**config.mk**
```make
export PLATFORM = sky130hd
export DESIGN_NAME = sync_fifo_flat
export DESIGN_NICKNAME = d
export VERILOG_FILES = /design/src/rtl/sync_fifo_pkg.sv /design/src/rtl/sync_fifo_if.sv /design/src/rtl/sync_fifo_mem.sv /design/src/rtl/sync_fifo.sv /design/src/flat_wrapper.sv
export SDC_FILE = /design/constraint.sdc
export NUM_CORES = 1
export LEC_CHECK = 0
export CAP_MARGIN = 20
export CORE_ASPECT_RATIO = 1.2
export CORE_MARGIN = 1.5
export CORE_UTILIZATION = 45
export DETAILED_ROUTE_END_ITERATION = 16
export PLACE_DENSITY = 0.61
export SETUP_SLACK_MARGIN = 0.1
export SLEW_MARGIN = 0
export SYNTH_ARGS = -nofsm -noshare
export SYNTH_HDL_FRONTEND = slang
export SYNTH_SLANG_ARGS = --single-unit
```
**constraint.sdc**
```tcl
create_clock -name clk -period 5 [get_ports clk]
set_input_delay 0.5 -clock clk [delete_from_list [all_inputs] [get_ports clk]]
set_output_delay 0.5 -clock clk [all_outputs]
set_load 0.1 [all_outputs]
```
**src/rtl/sync_fifo_pkg.sv**
```systemverilog
// Shared defaults and helpers for the single-clock FIFO family.
package fifo_pkg;

  localparam int FIFO_DSIZE_DEF = 8;
  localparam int FIFO_ASIZE_DEF = 4;

  function automatic int fifo_depth(input int asize);
    return 1 << asize;
  endfunction

endpackage

```
**src/rtl/sync_fifo_if.sv**
```systemverilog
// Write/read handshake, status and error signals of sync_fifo; master drives requests, slave is the FIFO.
interface sync_fifo_if import fifo_pkg::*; #(
  parameter int DSIZE = FIFO_DSIZE_DEF,
  parameter int ASIZE = FIFO_ASIZE_DEF
) ();

  logic             winc;
  logic [DSIZE-1:0] wData;
  logic             rinc;
  logic [DSIZE-1:0] rData;
  logic             wFull;
  logic             rEmpty;
  logic             wAlmostFull;
  logic             rAlmostEmpty;
  logic [ASIZE:0]   count;
  logic             clr_err;
  logic             overflow;
  logic             underflow;

  modport master (
    output winc, wData, rinc, clr_err,
    input  rData, wFull, rEmpty, wAlmostFull, rAlmostEmpty, count, overflow, underflow
  );

  modport slave (
    input  winc, wData, rinc, clr_err,
    output rData, wFull, rEmpty, wAlmostFull, rAlmostEmpty, count, overflow, underflow
  );

endinterface

```
**src/rtl/sync_fifo_mem.sv**
```systemverilog
// Storage array with one write and one read port; SYNC_RD=1 gives a reset read register
// loaded on re, SYNC_RD=0 gives a combinational read of raddr.
module sync_fifo_mem import fifo_pkg::*; #(
  parameter int DSIZE   = FIFO_DSIZE_DEF,
  parameter int ASIZE   = FIFO_ASIZE_DEF,
  parameter bit SYNC_RD = 1'b1
) (
  input  logic             clk,
  input  logic             rst,
  input  logic             we,
  input  logic [ASIZE-1:0] waddr,
  input  logic [DSIZE-1:0] wdata,
  input  logic             re,
  input  logic [ASIZE-1:0] raddr,
  output logic [DSIZE-1:0] rdata
);

  localparam int DEPTH = fifo_depth(ASIZE);

  logic [DSIZE-1:0] mem [DEPTH];

  always_ff @(posedge clk) begin
    if (we) begin
      mem[waddr] <= wdata;
    end
  end

  if (SYNC_RD) begin : g_sync_rd
    logic [DSIZE-1:0] rdata_q;

    always_ff @(posedge clk or negedge rst) begin
      if (!rst) begin
        rdata_q <= '0;
      end else if (re) begin
        rdata_q <= mem[raddr];
      end
    end

    assign rdata = rdata_q;
  end else begin : g_comb_rd
    // The head stage upstream owns the read timing here.
    logic unused_rd;
    assign unused_rd = rst ^ re;
    assign rdata     = mem[raddr];
  end

endmodule

```
**src/rtl/sync_fifo.sv**
```systemverilog
// Single-clock FIFO with exact count, almost flags and sticky errors; 1-cycle read latency, writes dropped when full.
// Define SYNC_FIFO_FWFT_EN for first-word-fall-through: rData shows the head word whenever rEmpty is low.
module sync_fifo import fifo_pkg::*; #(
  parameter int DSIZE     = FIFO_DSIZE_DEF,
  parameter int ASIZE     = FIFO_ASIZE_DEF,
  parameter int AFULL_TH  = 14,
  parameter int AEMPTY_TH = 2
) (
  input logic        clk,
  input logic        rst,
  sync_fifo_if.slave bus
);

  localparam int             DEPTH    = fifo_depth(ASIZE);
  localparam logic [ASIZE:0] DEPTH_C  = (ASIZE+1)'(DEPTH);
  localparam logic [ASIZE:0] AFULL_C  = (ASIZE+1)'(AFULL_TH);
  localparam logic [ASIZE:0] AEMPTY_C = (ASIZE+1)'(AEMPTY_TH);
  localparam logic [ASIZE:0] ONE      = (ASIZE+1)'(1);

  if (AFULL_TH < 1 || AFULL_TH > DEPTH || AEMPTY_TH < 0 || AEMPTY_TH > DEPTH - 1) begin : g_bad_param
    $error("sync_fifo: AFULL_TH or AEMPTY_TH outside legal range");
  end

  logic [ASIZE:0]   wptr, rptr, cnt;
  logic             full, empty, push, pop;
  logic             mem_we, mem_re;
  logic [DSIZE-1:0] mem_rdata;
  logic             ovf, unf;

  assign full = (cnt == DEPTH_C);
  assign push = bus.winc && !full;
  assign pop  = bus.rinc && !empty;

  always_ff @(posedge clk or negedge rst) begin
    if (!rst) begin
      wptr <= '0;
      rptr <= '0;
      cnt  <= '0;
      ovf  <= 1'b0;
      unf  <= 1'b0;
    end else begin
      if (mem_we) wptr <= wptr + ONE;
      if (mem_re) rptr <= rptr + ONE;
      if (push && !pop) begin
        cnt <= cnt + ONE;
      end else if (pop && !push) begin
        cnt <= cnt - ONE;
      end
      // A read that arrives with a write into an empty FIFO just loses to the write.
      ovf <= (bus.winc && full) || (ovf && !bus.clr_err);
      unf <= (bus.rinc && empty && !bus.winc) || (unf && !bus.clr_err);
    end
  end

`ifdef SYNC_FIFO_FWFT_EN
  localparam bit SYNC_RD = 1'b0;

  logic             head_vld, head_open, mem_empty, bypass;
  logic [DSIZE-1:0] head_dat;

  assign empty     = !head_vld;
  assign mem_empty = (wptr == rptr);
  assign head_open = !head_vld || pop;
  assign bypass    = head_open && mem_empty && push;
  assign mem_re    = head_open && !mem_empty;
  assign mem_we    = push && !bypass;

  always_ff @(posedge clk or negedge rst) begin
    if (!rst) begin
      head_vld <= 1'b0;
      head_dat <= '0;
    end else if (mem_re) begin
      head_vld <= 1'b1;
      head_dat <= mem_rdata;
    end else if (bypass) begin
      head_vld <= 1'b1;
      head_dat <= bus.wData;
    end else if (pop) begin
      head_vld <= 1'b0;
    end
  end

  assign bus.rData = head_dat;
`else
  localparam bit SYNC_RD = 1'b1;

  assign empty     = (cnt == '0);
  assign mem_we    = push;
  assign mem_re    = pop;
  assign bus.rData = mem_rdata;
`endif

  sync_fifo_mem #(
    .DSIZE   (DSIZE),
    .ASIZE   (ASIZE),
    .SYNC_RD (SYNC_RD)
  ) u_mem (
    .clk   (clk),
    .rst   (rst),
    .we    (mem_we),
    .waddr (wptr[ASIZE-1:0]),
    .wdata (bus.wData),
    .re    (mem_re),
    .raddr (rptr[ASIZE-1:0]),
    .rdata (mem_rdata)
  );

  assign bus.count        = cnt;
  assign bus.wFull        = full;
  assign bus.rEmpty       = empty;
  assign bus.wAlmostFull  = (cnt >= AFULL_C);
  assign bus.rAlmostEmpty = (cnt <= AEMPTY_C);
  assign bus.overflow     = ovf;
  assign bus.underflow    = unf;

endmodule

```
**src/flat_wrapper.sv**
```systemverilog
// flat-port wrapper written by rule: the top's interface ports become plain ports
module sync_fifo_flat import fifo_pkg::*;
#(
  parameter int DSIZE     = FIFO_DSIZE_DEF,
  parameter int ASIZE     = FIFO_ASIZE_DEF,
  parameter int AFULL_TH  = 14,
  parameter int AEMPTY_TH = 2
)
  (clk, rst, bus_winc, bus_wData, bus_rinc, bus_clr_err, bus_rData, bus_wFull, bus_rEmpty, bus_wAlmostFull, bus_rAlmostEmpty, bus_count, bus_overflow, bus_underflow);
  sync_fifo_if #(.DSIZE(DSIZE), .ASIZE(ASIZE)) bus_i ();
  input logic clk;
  input logic rst;
  input wire logic [$bits(bus_i.winc)-1:0] bus_winc;
  input wire logic [$bits(bus_i.wData)-1:0] bus_wData;
  input wire logic [$bits(bus_i.rinc)-1:0] bus_rinc;
  input wire logic [$bits(bus_i.clr_err)-1:0] bus_clr_err;
  output wire logic [$bits(bus_i.rData)-1:0] bus_rData;
  output wire logic [$bits(bus_i.wFull)-1:0] bus_wFull;
  output wire logic [$bits(bus_i.rEmpty)-1:0] bus_rEmpty;
  output wire logic [$bits(bus_i.wAlmostFull)-1:0] bus_wAlmostFull;
  output wire logic [$bits(bus_i.rAlmostEmpty)-1:0] bus_rAlmostEmpty;
  output wire logic [$bits(bus_i.count)-1:0] bus_count;
  output wire logic [$bits(bus_i.overflow)-1:0] bus_overflow;
  output wire logic [$bits(bus_i.underflow)-1:0] bus_underflow;
  assign bus_i.winc = bus_winc;
  assign bus_i.wData = bus_wData;
  assign bus_i.rinc = bus_rinc;
  assign bus_i.clr_err = bus_clr_err;
  assign bus_rData = bus_i.rData;
  assign bus_wFull = bus_i.wFull;
  assign bus_rEmpty = bus_i.rEmpty;
  assign bus_wAlmostFull = bus_i.wAlmostFull;
  assign bus_rAlmostEmpty = bus_i.rAlmostEmpty;
  assign bus_count = bus_i.count;
  assign bus_overflow = bus_i.overflow;
  assign bus_underflow = bus_i.underflow;
  sync_fifo #(.DSIZE(DSIZE), .ASIZE(ASIZE), .AFULL_TH(AFULL_TH), .AEMPTY_TH(AEMPTY_TH)) u_core (.clk(clk), .rst(rst), .bus(bus_i));
endmodule
```
Run 1, signal wires on met3:
Cells faint in the background.
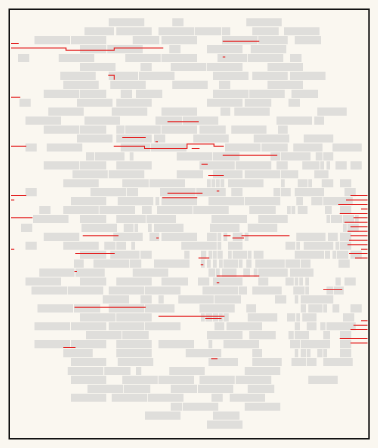
main direction: horizontal
longest straight run: 21.4 um
share of all routed wire: 3.3%

Run 1, metal 1:
Scale bar: 20 um. Supply wires on this layer in grey.
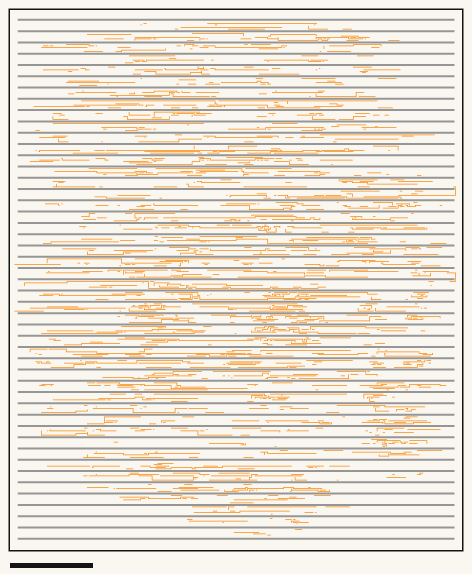
longest straight run: 41.4 um
main direction: horizontal

==> results.txt, run 1 <==
Synthesis and place-and-route results.

- The violation tally from detailed-route iteration zero is 207.
- Setup repair after global routing left no endpoint under its margin.
- The power density over the cells is 670 nW/um^2.
- The final report gives the standard cell area, fillers excluded, as 7250 um^2.
- The main area contributors are sky130_fd_sc_hd__edfxtp_1 (63%), sky130_fd_sc_hd__mux4_2 (12%), sky130_fd_sc_hd__dfrtp_1 (9.5%), sky130_fd_sc_hd__mux2i_1 (2.6%), sky130_fd_sc_hd__ha_1 (2.1%).
- Across the whole layout, storage elements account for 4420 um^2.
- In this run the horizontal extent of the chip is 109 um.
- The most used flip-flop cell is sky130_fd_sc_hd__edfxtp_1.
- CTS added clock buffers totalling 17.
- The power report attributes to the sequential group a share of 0.364.
- The standard cell with the maximum stage delay on the critical path is sky130_fd_sc_hd__clkdlybuf4s50_1.
- The maximum vdd drop is 0.541 mV.
- The combinational fraction of design power is 0.336.
- Counting I/O delays and the setup requirement, the final critical path takes 3.33 ns.
- The clock tree from TritonCTS is built.
- The slew of the pin with the lowest slew margin is 1.02 ns.
- The sequential power reported by the tool is 1.77 mW.
- The share of synthesized area in the top cell type comes to 0.633.
- According to the hold report, the worst path is of the input port to asynchronous set/reset pin type.
- For the worst setup path, the data required time is approximately 4.5 ns.
- The wire length of the first global-routing pass is 18500 um.
- The worst-case setup margin in the final layout is between 1.5 and 2 ns.
- Detailed placement finished with a half-perimeter wire length of 7650 um.
- The number of distinct library cell variants in the gate-level netlist after synthesis is 36.
- The post-synthesis instance area is 6070 um^2.
- The leakage component of the power is 2.51 nW.
- The synthesis log from Yosys contains 0 warnings.
- In the routed design, unresolved DRC markers number 0.
- The number of H-tree levels is 4.
- Setup slack on the worst path after placement came out at about 1.8 ns.
- In the Yosys report the total cell count is between 300 and 400.
- In this run, placement finished with an instance count of 509.
- RePlAce ended its routability-driven mode at a weighted congestion of 0.784.
- Per the OpenROAD floorplan log, the area of the die is ~14000 um^2.
- Post-route period utilization is reported as 0.666.
- The vertical die size is 130 um.
- The non-filler instance count after layout is 544.
- The number of ports placed on the die boundary is 32.
- Summed over all failing endpoints, the final setup total negative slack is 0 ns.
- sky130_fd_sc_hd__edfxtp_1 takes more of the synthesized area than any other cell.
- The launch instance of the worst register-to-register path is u_core.bus.count[2]$_DFFE_PN0P_.
- The critical path data arrival time is between 2 and 3 ns.
- The net total in the final layout is 387.
- The total detailed-routing wirelength is 11900 um.
- In this run the cell area measured after placement is 6560 um^2.
- At floorplan, the net count of the design was reported as 345.
- The internal power component is slightly above 3 mW.
- The worst register-to-register path ends at u_core.bus.count[4]$_DFFE_PN0P_.
- The count of library flops with an enable pin is roughly 130.
- Entering global routing, the biggest net connects 27 pins.
- The worst stage delay on the critical path is ~1.1 ns.
- The number of global-route vias before repair is slightly above 3000.
- Per report_power, the Combinational row totals 1.63 mW.
- The post-cts resize count is 0.
- Final hold analysis gives a worst-case slack of 0.411 ns.
- The leftover overflow at the end of global routing is 0.
- For this run, the script counts the antenna cells in the layout as 0.
- Pins over their slew limit in the final report were tallied at 0.
- Counting flops and latches in the post-synthesis netlist gives 151.
- According to the timing report, the critical path is launched from u_core.bus.count[2]$_DFFE_PN0P_.
- The share of power burned in the clock network is 0.300.
- Per the slew report, the remaining headroom to the max-slew limit stands at 0.319.
- For reference, the critical path is captured by bus_rEmpty.
- The flow ran to the end, and the final reports show no timing, DRC or antenna violations.
- Static timing analysis puts the maximum clock frequency at about 300 MHz.
- In the power breakdown, the biggest contributor is sequential cells.
- The most frequent logic cell in the layout is sky130_fd_sc_hd__edfxtp_1.
- The area growth from synthesis to layout is 19.4%.
- Hold-check failures listed in the final report amount to 0.
- The quantity of I/O buffers inserted on ports is 31.
- The final total power is 4.86 mW.
- For this run, the detailed router's first-pass iteration total came to 4.
- On the worst setup and hold paths after CTS, the clock-pin slew comes to 0.06 ns.
Run 1, the metal 2 layer:
Scale bar: 20 um.
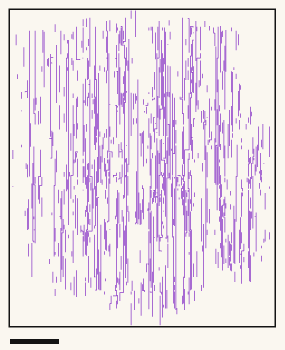
wire length on this layer: 5890 um
nets with wire on the layer: 338
main direction: vertical
share of all routed wire: 49%
via total after detailed routing: 2991
met2 track demand over resource in global routing: 0.299

Run 1, track usage over the die:
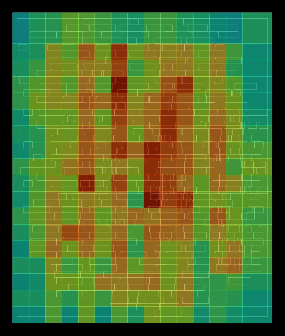
final core area utilization: 0.550
grt met3 use: 0.0425
routed len/inst: 22.0 um
layer carrying the most global-route usage: met2

-- run 1: area by class of cell --
cell class / instances / area share
sequential: 151 / 0.610
multi-input combinational: 143 / 0.209
clock buffer: 17 / 0.0587
timing repair buffer: 39 / 0.0528
clock inverter: 15 / 0.0342
tap: 168 / 0.0290
inverter: 11 / 0.00639
-- run 1: Yosys cell counts, drive strengths merged, types with 4 or more instances --
master	count
edfxtp	128
mux4	32
dfrtp	23
nand2	23
mux2i	16
nor2	15
buf	11
ha	10
inv	10
xnor2	9
o221ai	7
clkbuf	5
a21oi	4
nor3	4
o21ai	4
-- run 1: routing by layer --
| layer | track usage | wire (um) | vias to the layer above |
|---|---|---|---|
| met4 | 0.0929 | 311 | 0 |
| met2 | 0.299 | 5890 | 68 |
| met1 | 0.247 | 5350 | 1548 |
| met5 | 0 | 0 | - |
| met3 | 0.0425 | 395 | 25 |
| li1 | - | - | 1350 |
-- run 1: cells by family after synthesis --
group | count (synthesis) | share of synthesized area
DFF | 151 | 0.728
and+or+nand+nor | 53 | 0.0388
muxes | 48 | 0.145
buffers and inverters | 27 | 0.0223
AOI/OAI and AO/OA | 21 | 0.0274
adders and majority gates | 11 | 0.0239
xor gates and xnor gates | 10 | 0.0144
-- run 1: worst max-delay path, delay by kind of cell (launching register included) --
kind	cells	cell delay, ns
AND/OR/NAND/NOR	2	0.75
buffers and inverters	2	1.22
flip-flops	1	0.45
-- run 1: registers in the layout, summed over array words and instances (netlist names) --
signal / flops
u_core.bus.underflow: 1
u_core.wptr: 4
u_core.rptr: 4
u_core.u_mem.mem: 128
u_core.bus.overflow: 1
u_core.bus.count: 5
u_core.u_mem.rdata: 8
Run 1, metal 4:
Scale bar: 20 um. Supply wires on this layer in grey.
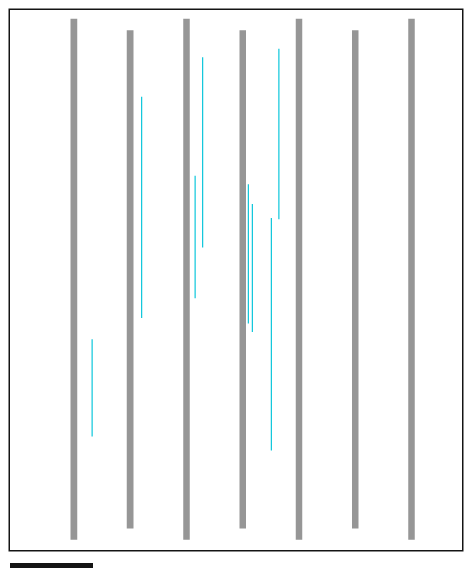

--- run 2 (diff from run 1) ---
- PLACE_DENSITY: 0.61 -> 0.63
- clock period: 5 -> 3 ns (I/O delays scaled with it)
Run 2, metal 4:
Scale bar: 20 um. Supply wires on this layer in grey.
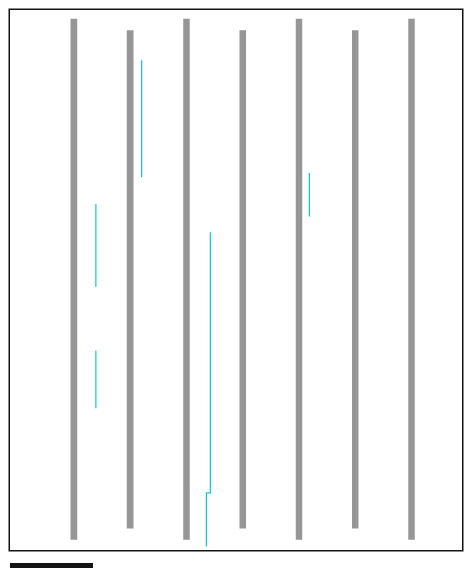
nets with wire on the layer: 2
longest straight run: 62.7 um
main direction: vertical
wire length on this layer: 148 um

Run 2, the metal 2 layer:
Scale bar: 20 um.
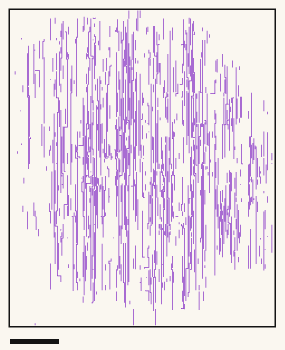
main direction: vertical
wire length on this layer: 6470 um

==> run 2 against run 1 <==
Compared with the run above: synthesized cell count is the same; worst hold slack lost 0.17 ns; non-clock buffer count grew 23; via count is 3.4% higher; clock-buffer cell count is the same; flip-flop count unchanged; combinational power up 77%; critical path depth increased by 7; die area unchanged; wire length is 2.3% higher.
==> results.txt, run 2 <==
Synthesis and place-and-route results.

- The flow ran to the end, and the final reports show no timing, DRC or antenna violations.
- The slew of the pin with the lowest slew margin is 0.964 ns (-0.0533 ns).
- The flip-flop count of the largest register after layout is 128 (unchanged).
- The remaining design rule violation count is 0 (unchanged).
- The final setup TNS is 0 ns (unchanged).
- The count of library flops with an enable pin came to 128 (unchanged).
- The non-filler instance count after layout was 567 (+4.2%).
- The type of the setup path with the least slack is register to register.
- The synthesis report gives the async set-or-reset register share as 0.152.
- The launching element type of the critical path is a register.
- For reference, the critical path cell chain is or3_1 -> or3_1 -> and2_4 -> clkinv_4 -> ha_4 -> inv_4 -> ha_4 -> a21o_1 -> a21oi_2 -> mux2i_1 -> xnor2_1.
- The wire length of the first global-routing pass is 18500 um (+0.26%).
- The total nets after synthesis is 345 (unchanged).
- The maximum vdd drop was 0.826 mV (+53%).
- The root cell of the clock tree is sky130_fd_sc_hd__clkbuf_16.
- The yosys synthesis warning count came to 0 (unchanged).
- The worst-case setup margin in the final layout came to 0.289 ns (-1.38 ns).
- The highest net fanout along the worst path is 6.
- The layout summary lists the proportion of cells stronger than drive strength 1 as 0.318.
- The detailed-route wire length per cell is 21.6 um (-1.9%).
- The final standard cell area without fillers is 7340 um^2 (+1.3%).
- The share of power burned in the clock network is 0.268 (-0.032).
- The utilization after layout was 0.557 (+0.00693).
- The weighted congestion at the end of routability-driven global placement is 0.777 (-0.91%).
- The detailed placer's ending HPWL is 7860 um (+2.7%).
- The worst slack on hold paths is 0.244 ns (-0.168 ns).
- The number of hold buffers added after CTS is 0.
- Summed over all nets, the switching power comes to 2.97 mW.
- The clock-pin slew on the worst setup and hold paths is 0.06 ns (about the same).
- In the layout the commonest cells are sky130_fd_sc_hd__edfxtp_1 (128), sky130_fd_sc_hd__buf_4 (48), sky130_fd_sc_hd__mux4_2 (32).
- The switching part of the total power is 0.375.
- The launch instance of the worst register-to-register path is u_core.bus.count[2]$_DFFE_PN0P_.
- For this run, the leading register cell type out of synthesis is sky130_fd_sc_hd__edfxtp_1.
- The total via count in the routed design was 3093 (+3.4%).
- Among the non-sequential cells, multiplexers take the most area.
- The share of power burned in registers was 0.368 (+0.004).
- The net total in the final layout is 410 (+5.9%).
- The leftover overflow at the end of global routing came to 0 (unchanged).
- The area growth from synthesis to layout is 20.9%.
- The number of H-tree levels is 4 (unchanged).
- The flip-flop and latch count after synthesis is 151 (unchanged).
- The number of ports placed on the die boundary is 32 (unchanged).
- The standard cell area after detailed placement is 6710 um^2 (+2.4%).
- The final clock period utilization by the worst path is 0.904.
- The xor and xnor fraction of the mapped netlist area is 0.0144 (unchanged).
- The starting density of the core is 0.461.
- The number of failing hold endpoints at the final stage is 0 (unchanged).
- The mux share of post-synthesis cell area came to 0.145 (unchanged).
- The combinational fraction of design power was 0.364 (+0.028).
- Endpoints with negative setup slack in the final report add up to 0.
- The antenna violation net count after detailed routing is 0.
- The critical path data arrival time is 3.05 ns (+0.22 ns).
- Across every metal layer, demand over resource in global routing totals 0.190.
- The power density over the cells is 1080 nW/um^2 (+61%).
- The via density per instance is 5.46.
- The maximum clock path buffer count is 2.
- Ranked by power, first place goes to sequential cells.
- The share of the synthesized area in the top cell type is 0.633 (unchanged).
- The data required time of the critical path came to 3.34 ns (-1.16 ns).
- The worst min-delay path class is input port to asynchronous set/reset pin.
- The most repeated cell in the gate-level netlist after synthesis is sky130_fd_sc_hd__edfxtp_1.
- The power in the clock group is roughly 2.1 mW.
- The number of max-cap violations is 0.
- Counting every instance in the synthesized netlist gives 321.
- For the worst flop-to-flop path, the logic depth is 11.
- The worst-case clock skew is about 0.010 ns.
- The violation tally from detailed-route iteration zero is 236 (+14%).
- The total inserted antenna cells was 0 (unchanged).
- The register name with the most flops is u_core.u_mem.mem.
- The minimum setup slack after placement is 0.158 ns (-1.60 ns).
- The total detailed-routing wirelength was 12200 um (+2.3%).
- The cell class contributing the biggest share of worst-path delay is simple AND/OR/NAND/NOR gates.
- The worst stage delay on the critical path is 0.50 ns (-0.63 ns).
- Per the timing report, the achievable frequency comes out to between 300 and 400 MHz.
- The final total power is 7.91 mW (+63%).
- The combinational power is 2.88 mW (+77%).
- The area fraction in compound gates after synthesis came to 0.0274 (unchanged).
- The critical path capture point type is a register.
- The internal power component is 4.94 mW (+59%).
- Yosys attributes the largest share of cell area to sky130_fd_sc_hd__edfxtp_1 (63%), sky130_fd_sc_hd__mux4_2 (12%), sky130_fd_sc_hd__dfrtp_1 (9.5%), sky130_fd_sc_hd__mux2i_1 (2.6%), sky130_fd_sc_hd__ha_1 (2.1%).
- The number of clock buffers inserted by TritonCTS is 17 (unchanged).
- The number of max-slew violations in the final report was 0 (unchanged).
- A synthesized cell averages 18.9 um^2.
- The stage logs contain a warning count of 31.
- The pin count of the biggest net entering global routing was 27 (unchanged).
- The critical register-to-register path endpoint is u_core.bus.count[4]$_DFFE_PN0P_.
- The adder and majority cell fraction of the synthesized area is 0.0239 (unchanged).
- The horizontal die size is 109 um (unchanged).
- The number of antenna violations at the first check in global routing is 0.
- The buffering stage count on the worst path with inverters included is 2 (unchanged).
- For reference, the top cells by count after synthesis are sky130_fd_sc_hd__edfxtp_1 (128), sky130_fd_sc_hd__mux4_2 (32), sky130_fd_sc_hd__dfrtp_1 (23).
- The placed cell count came to 531 (+4.3%).
- The number of search-and-repair iterations in the first detailed-routing pass is 4 (unchanged).
- The top cell type in the final layout, fill and taps aside, is sky130_fd_sc_hd__edfxtp_1.
- The area recorded from the Yosys report for this design is 6070 um^2.
- The total sequential power is 2.92 mW (+65%).
- The vertical die size is 130 um (unchanged).
- The most area-hungry cell type in the Yosys netlist is sky130_fd_sc_hd__edfxtp_1.
- The worst-case register-to-register setup slack is 0.29 ns.
- The share of the Yosys chip area taken by registers is 0.728.
- The number of distinct library cell variants in the gate-level netlist after synthesis came to 36 (unchanged).
- TritonCTS built the clock tree.
- On the critical path, the stage with the largest delay is an instance of sky130_fd_sc_hd__dfrtp_4.
- The leakage component of the power is 2.61 nW (+3.8%).
- The tightest slew margin relative to the limit was 0.355 (+0.0360).
- The number of global-route vias before repair is 3103 (+1.5%).
- The quantity of I/O buffers inserted on ports is 31 (unchanged).
- The clock insertion delay at the later pin of the skew report is 0.42 ns.
- The smallest clock period supported by the final layout is computed as 2.71 ns.
- The post-synthesis instance area is 6070 um^2 (unchanged).
- The number of core rows is 46.
- The floorplan die area is 14200 um^2 (unchanged).
- The area inside the core boundary is 13200 um^2.
- The simple-gate portion of the synthesized area is 0.0388 (unchanged).
- The clock net in this run drives a total of ~150 sinks.
- Setup repair after global routing left no endpoint under its margin.
- The number of standard cells reported by yosys is 321 (unchanged).
Run 2, metal 1:
Scale bar: 20 um. Supply wires on this layer in grey.
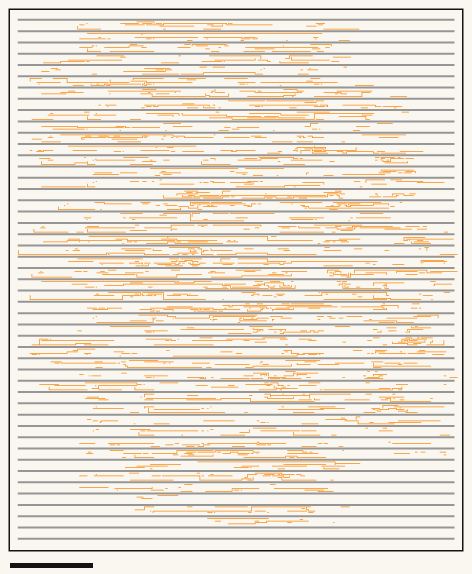
wire length on this layer: 4940 um
share of all routed wire: 40%
longest straight run: 56.6 um
main direction: horizontal
nets with wire on the layer: 375

-- run 2: how the worst max path moves through the flow --
| stage | startpoint | end | slack (ns) | depth (start not counted) |
|---|---|---|---|---|
| finish | u_core.bus.count[2]$_DFFE_PN0P_ | u_core.bus.count[4]$_DFFE_PN0P_ | 0.29 | 11 |
| global route | u_core.bus.count[2]$_DFFE_PN0P_ | u_core.bus.count[4]$_DFFE_PN0P_ | 0.13 | 11 |
| CTS | u_core.bus.count[2]$_DFFE_PN0P_ | u_core.bus.count[4]$_DFFE_PN0P_ | 0.14 | 11 |
| detailed placement | u_core.bus.count[2]$_DFFE_PN0P_ | u_core.bus.count[4]$_DFFE_PN0P_ | 0.16 | 11 |
| global placement | u_core.bus.count[2]$_DFFE_PN0P_ | u_core.bus.count[4]$_DFFE_PN0P_ | 0.22 | 11 |
| floorplan | u_core.bus.count[2]$_DFFE_PN0P_ | u_core.bus.count[4]$_DFFE_PN0P_ | 0.002 | 13 |
-- run 2: cell type report --
| type | instances | area (um^2) |
|---|---|---|
| sequential | 151 | 4430 |
| multi-input combinational | 143 | 1550 |
| clock buffer | 17 | 425 |
| timing repair buffer | 62 | 510 |
| clock inverter | 15 | 168 |
| fill | 1000 | 5840 |
| inverter | 11 | 48.8 |
| tap | 168 | 210 |
-- run 2: what timing repair did --
action | in CTS | in global routing
resized | 0 | 1
hold endpoints to repair | 0 | 0
setup buffers | 0 | 4
setup endpoints to repair | 0 | 2
-- run 2: metal layers --
layer | track usage | routed length [um] | vias to the layer above
li1 | - | - | 1389
met5 | 0 | 0 | -
met4 | 0.0712 | 147 | 0
met1 | 0.237 | 4940 | 1596
met3 | 0.0425 | 660 | 11
met2 | 0.325 | 6470 | 97
Run 2, signal wires on met3:
Cells faint in the background.
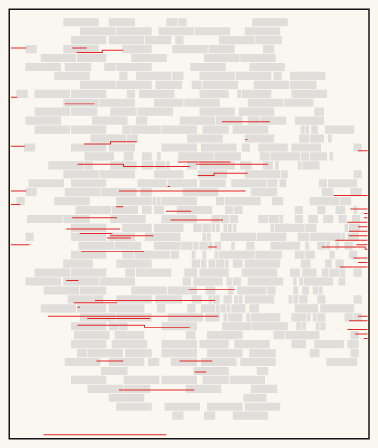

--- run 3 (diff from run 2) ---
- GPL_TIMING_DRIVEN: default -> 0
Run 3, signal wires on met3:
Cells faint in the background.
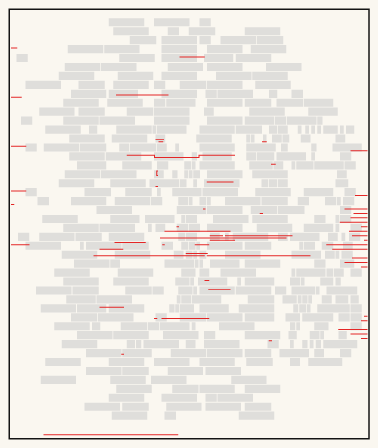
longest straight run: 40.7 um
wire length on this layer: 443 um
nets with wire on the layer: 47

Run 3, track usage over the die:
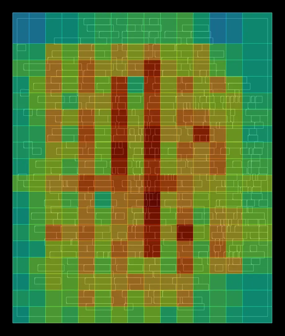
final core area utilization: 0.560
routed len/inst: 21.5 um
met1 demand-to-capacity share in global routing: 0.230
met2 track demand over resource in global routing: 0.322

==> run 3 against run 2 <==
Compared with the run above: combinational power increased by 6%; fmax fell by 4.4%; die area unchanged; sequential power is 5% lower; sequential share of layout area down 0.33 points; clock-buffer cell count unchanged; first-iteration DRC count decreased by 6.4%; wire length decreased by 1.8%; core utilization is 0.30 points higher; flip-flop count unchanged; synthesized area stayed put; largest power group is now combinational cells.
==> results.txt, run 3 <==
Synthesis and place-and-route results.

- The flow ran to the end, and the final reports show no timing, DRC or antenna violations.
- The total via count in the routed design is 3056 (-1.2%).
- The slowest stage of the critical path is the sky130_fd_sc_hd__dfrtp_4 cell.
- The type of the setup path with the least slack is register to register.
- The number of standard cells reported by yosys is 321 (unchanged).
- The switching part of the total power came to 0.368 (-0.00758).
- The clock tree from TritonCTS is built.
- The number of core rows is 46 (unchanged).
- The root cell of the clock tree is sky130_fd_sc_hd__clkbuf_16.
- The number of clock buffers inserted by TritonCTS is 17 (unchanged).
- The data required time of the critical path was 3.34 ns (about the same).
- The buffering stage count on the worst path with inverters included is 4 (+2).
- The register name with the most flops is u_core.u_mem.mem.
- The number of logged tool warnings was 33 (+6.5%).
- The total nets after synthesis was 345 (unchanged).
- The area inside the core boundary came to 13200 um^2 (unchanged).
- The power in the clock group was 2.23 mW (+5%).
- The maximum achievable frequency is 353 MHz (-4.4%).
- The worst slack on hold paths is 0.146 ns (-0.0974 ns).
- The pin count of the biggest net entering global routing is 24 (-11%).
- The share of power burned in the clock network is 0.277 (+0.009).
- The power density over the cells was 1090 nW/um^2 (+1.4%).
- The non-filler instance count after layout is 557 (-1.8%).
- The via density per instance is 5.49 (+0.58%).
- The top power group is combinational cells.
- The clock-pin slew on the worst setup and hold paths was 0.06 ns (about the same).
- The synthesized area divided by synthesized cell count is 18.9 um^2 (unchanged).
- Sorting the Yosys area breakdown by cell type puts at the top sky130_fd_sc_hd__edfxtp_1.
- The floorplan die area was 14200 um^2 (unchanged).
- The area fraction in compound gates after synthesis is 0.0274 (unchanged).
- The most used flip-flop cell is sky130_fd_sc_hd__edfxtp_1.
- STA classifies the critical path startpoint as a register.
- The remaining design rule violation count is 0 (unchanged).
- The layout cell share with drive strength beyond 1 is 0.267 (-0.0509).
- The summed standard-cell area reported by yosys is 6070 um^2 (unchanged).
- The number of global-route vias before repair is 3255 (+4.9%).
- The number of hold buffers added after CTS is 0 (unchanged).
- The quantity of I/O buffers inserted on ports is 31 (unchanged).
- The combinational power is 3.05 mW (+6%).
- The highest net fanout along the worst path is 5 (-1).
- The sequential cell area fraction in the yosys report is 0.728 (unchanged).
- The worst-case clock skew is 0.00734 ns (-0.00287 ns).
- The tightest slew margin relative to the limit is 0.346 (-0.00919).
- For reference, the top cells by count after synthesis are sky130_fd_sc_hd__edfxtp_1 (128), sky130_fd_sc_hd__mux4_2 (32), sky130_fd_sc_hd__dfrtp_1 (23).
- The worst setup path is captured at a register.
- The maximum clock path buffer count came to 2 (unchanged).
- The final setup TNS is 0 ns (unchanged).
- The net total in the final layout is 400 (-2.4%).
- The share of power burned in registers is 0.345 (-0.023).
- The slew of the pin with the lowest slew margin is 0.978 ns (+0.0137 ns).
- The clock insertion delay at the later pin of the skew report was 0.41 ns (about the same).
- The flip-flop count of the largest register after layout is 128 (unchanged).
- The violation tally from detailed-route iteration zero is 221 (-6.4%).
- The overall fraction of global-route tracks in use is 0.189 (-0.00132).
- The synthesized instance count is 321 (unchanged).
- The mux share of post-synthesis cell area was 0.145 (unchanged).
- The final standard cell area without fillers is 7380 um^2 (+0.55%).
- The leakage component of the power is 2.55 nW (-2.2%).
- The yosys synthesis warning count is 0 (unchanged).
- The simple-gate portion of the synthesized area was 0.0388 (unchanged).
- Setup repair after global routing could not meet its margin everywhere.
- The horizontal die size was 109 um (unchanged).
- The minimum setup slack after placement was -0.0754 ns (-0.233 ns).
- The detailed placer's ending HPWL is 7560 um (-3.7%).
- Leaving out fill and tap cells, the most frequent cells in the layout are sky130_fd_sc_hd__edfxtp_1 (128), sky130_fd_sc_hd__mux4_2 (32), sky130_fd_sc_hd__clkdlybuf4s50_1 (28).
- The worst stage delay on the critical path was 0.48 ns (-0.02 ns).
- The flip-flop and latch count after synthesis is 151 (unchanged).
- The number of ports placed on the die boundary is 32 (unchanged).
- The number of failing hold endpoints at the final stage was 0 (unchanged).
- The maximum vdd drop is 0.859 mV (+3.9%).
- The vertical die size is 130 um (unchanged).
- The worst min-delay path class is input port to asynchronous set/reset pin.
- The most repeated cell in the gate-level netlist after synthesis is sky130_fd_sc_hd__edfxtp_1.
- The critical path data arrival time is 3.17 ns (+0.12 ns).
- The total inserted antenna cells is 0 (unchanged).
- The final clock period utilization by the worst path is 0.946 (+0.0419).
- The leftover overflow at the end of global routing was 0 (unchanged).
- For reference, the top cells by area after synthesis are sky130_fd_sc_hd__edfxtp_1 (63%), sky130_fd_sc_hd__mux4_2 (12%), sky130_fd_sc_hd__dfrtp_1 (9.5%), sky130_fd_sc_hd__mux2i_1 (2.6%), sky130_fd_sc_hd__ha_1 (2.1%).
- The antenna violation net count after detailed routing is 0 (unchanged).
- The number of search-and-repair iterations in the first detailed-routing pass came to 4 (unchanged).
- The weighted congestion at the end of routability-driven global placement is 0.757 (-2.6%).
- The internal power component came to 5.10 mW (+3.2%).
- The dominant non-sequential cell family after synthesis is multiplexers.
- The total sequential power was 2.78 mW (-5%).
- The number of max-cap violations is 0 (unchanged).
- The placed cell count came to 520 (-2.1%).
- The number of H-tree levels is 4 (unchanged).
- The standard cell area after detailed placement is 6650 um^2 (-0.91%).
- The adder and majority cell fraction of the synthesized area is 0.0239 (unchanged).
- The net load switching power is 2.97 mW (-0.13%).
- The final critical-path required period is 2.84 ns (+0.126 ns).
- The most frequent logic cell in the layout is sky130_fd_sc_hd__edfxtp_1.
- The number of distinct library cell variants in the gate-level netlist after synthesis was 36 (unchanged).
Run 3, the metal 2 layer:
Scale bar: 20 um.
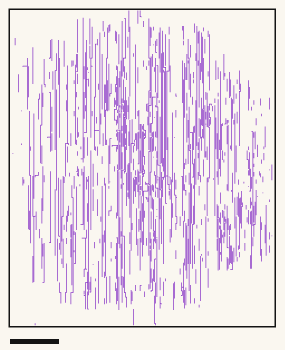
nets with wire on the layer: 354
longest straight run: 59.5 um
wire length on this layer: 6430 um
main direction: vertical

-- run 3: layout make-up --
class                      count  area, um^2
timing repair buffer          36         369
buffer                        16        97.6
inverter                      11        48.8
multi-input combinational    143        1600
clock buffer                  17         425
tap                          168         210
sequential                   151        4430
clock inverter                15         203
fill                        1034        5800
-- run 3: per-layer routing --
layer	GRT usage	up-vias	wire, um
li1	-	1376	-
met5	0	-	0
met2	0.322	82	6430
met1	0.230	1583	4860
met4	0.0898	0	262
met3	0.0400	15	442
-- run 3: final timing paths --
path | startpoint | end | slack [ns] | cells after the start
max in group asynchronous | rst | u_core.u_mem.rdata[0]$_DFFE_PN0P_ | 2.45 | 2
worst min-delay path | rst | u_core.bus.count[4]$_DFFE_PN0P_ | 0.15 | 1
min in group clk | u_core.bus.underflow$_DFF_PN0_ | u_core.bus.underflow$_DFF_PN0_ | 0.50 | 1
worst max-delay path | u_core.bus.count[2]$_DFFE_PN0P_ | u_core.bus.count[4]$_DFFE_PN0P_ | 0.16 | 13
worst max register to register | u_core.bus.count[2]$_DFFE_PN0P_ | u_core.bus.count[4]$_DFFE_PN0P_ | 0.16 | 13
worst min register to register | u_core.bus.underflow$_DFF_PN0_ | u_core.bus.underflow$_DFF_PN0_ | 0.50 | 1
-- run 3: cells by family after synthesis --
kind of cell | count (synthesis)
fa+ha+maj | 11
xor+xnor | 10
compound gates | 21
simple gates | 53
flops | 151
buf+inv | 27
mux | 48
-- run 3: timing repair --
| action | 4_1_cts | 5_1_grt |
|---|---|---|
| gates resized | 6 | 10 |
| setup endpoints to repair | 4 | 131 |
| pin swaps | 3 | 2 |
| buffers inserted | 3 | 1 |
No activity file was given, so power comes from the tool's default toggle rates.
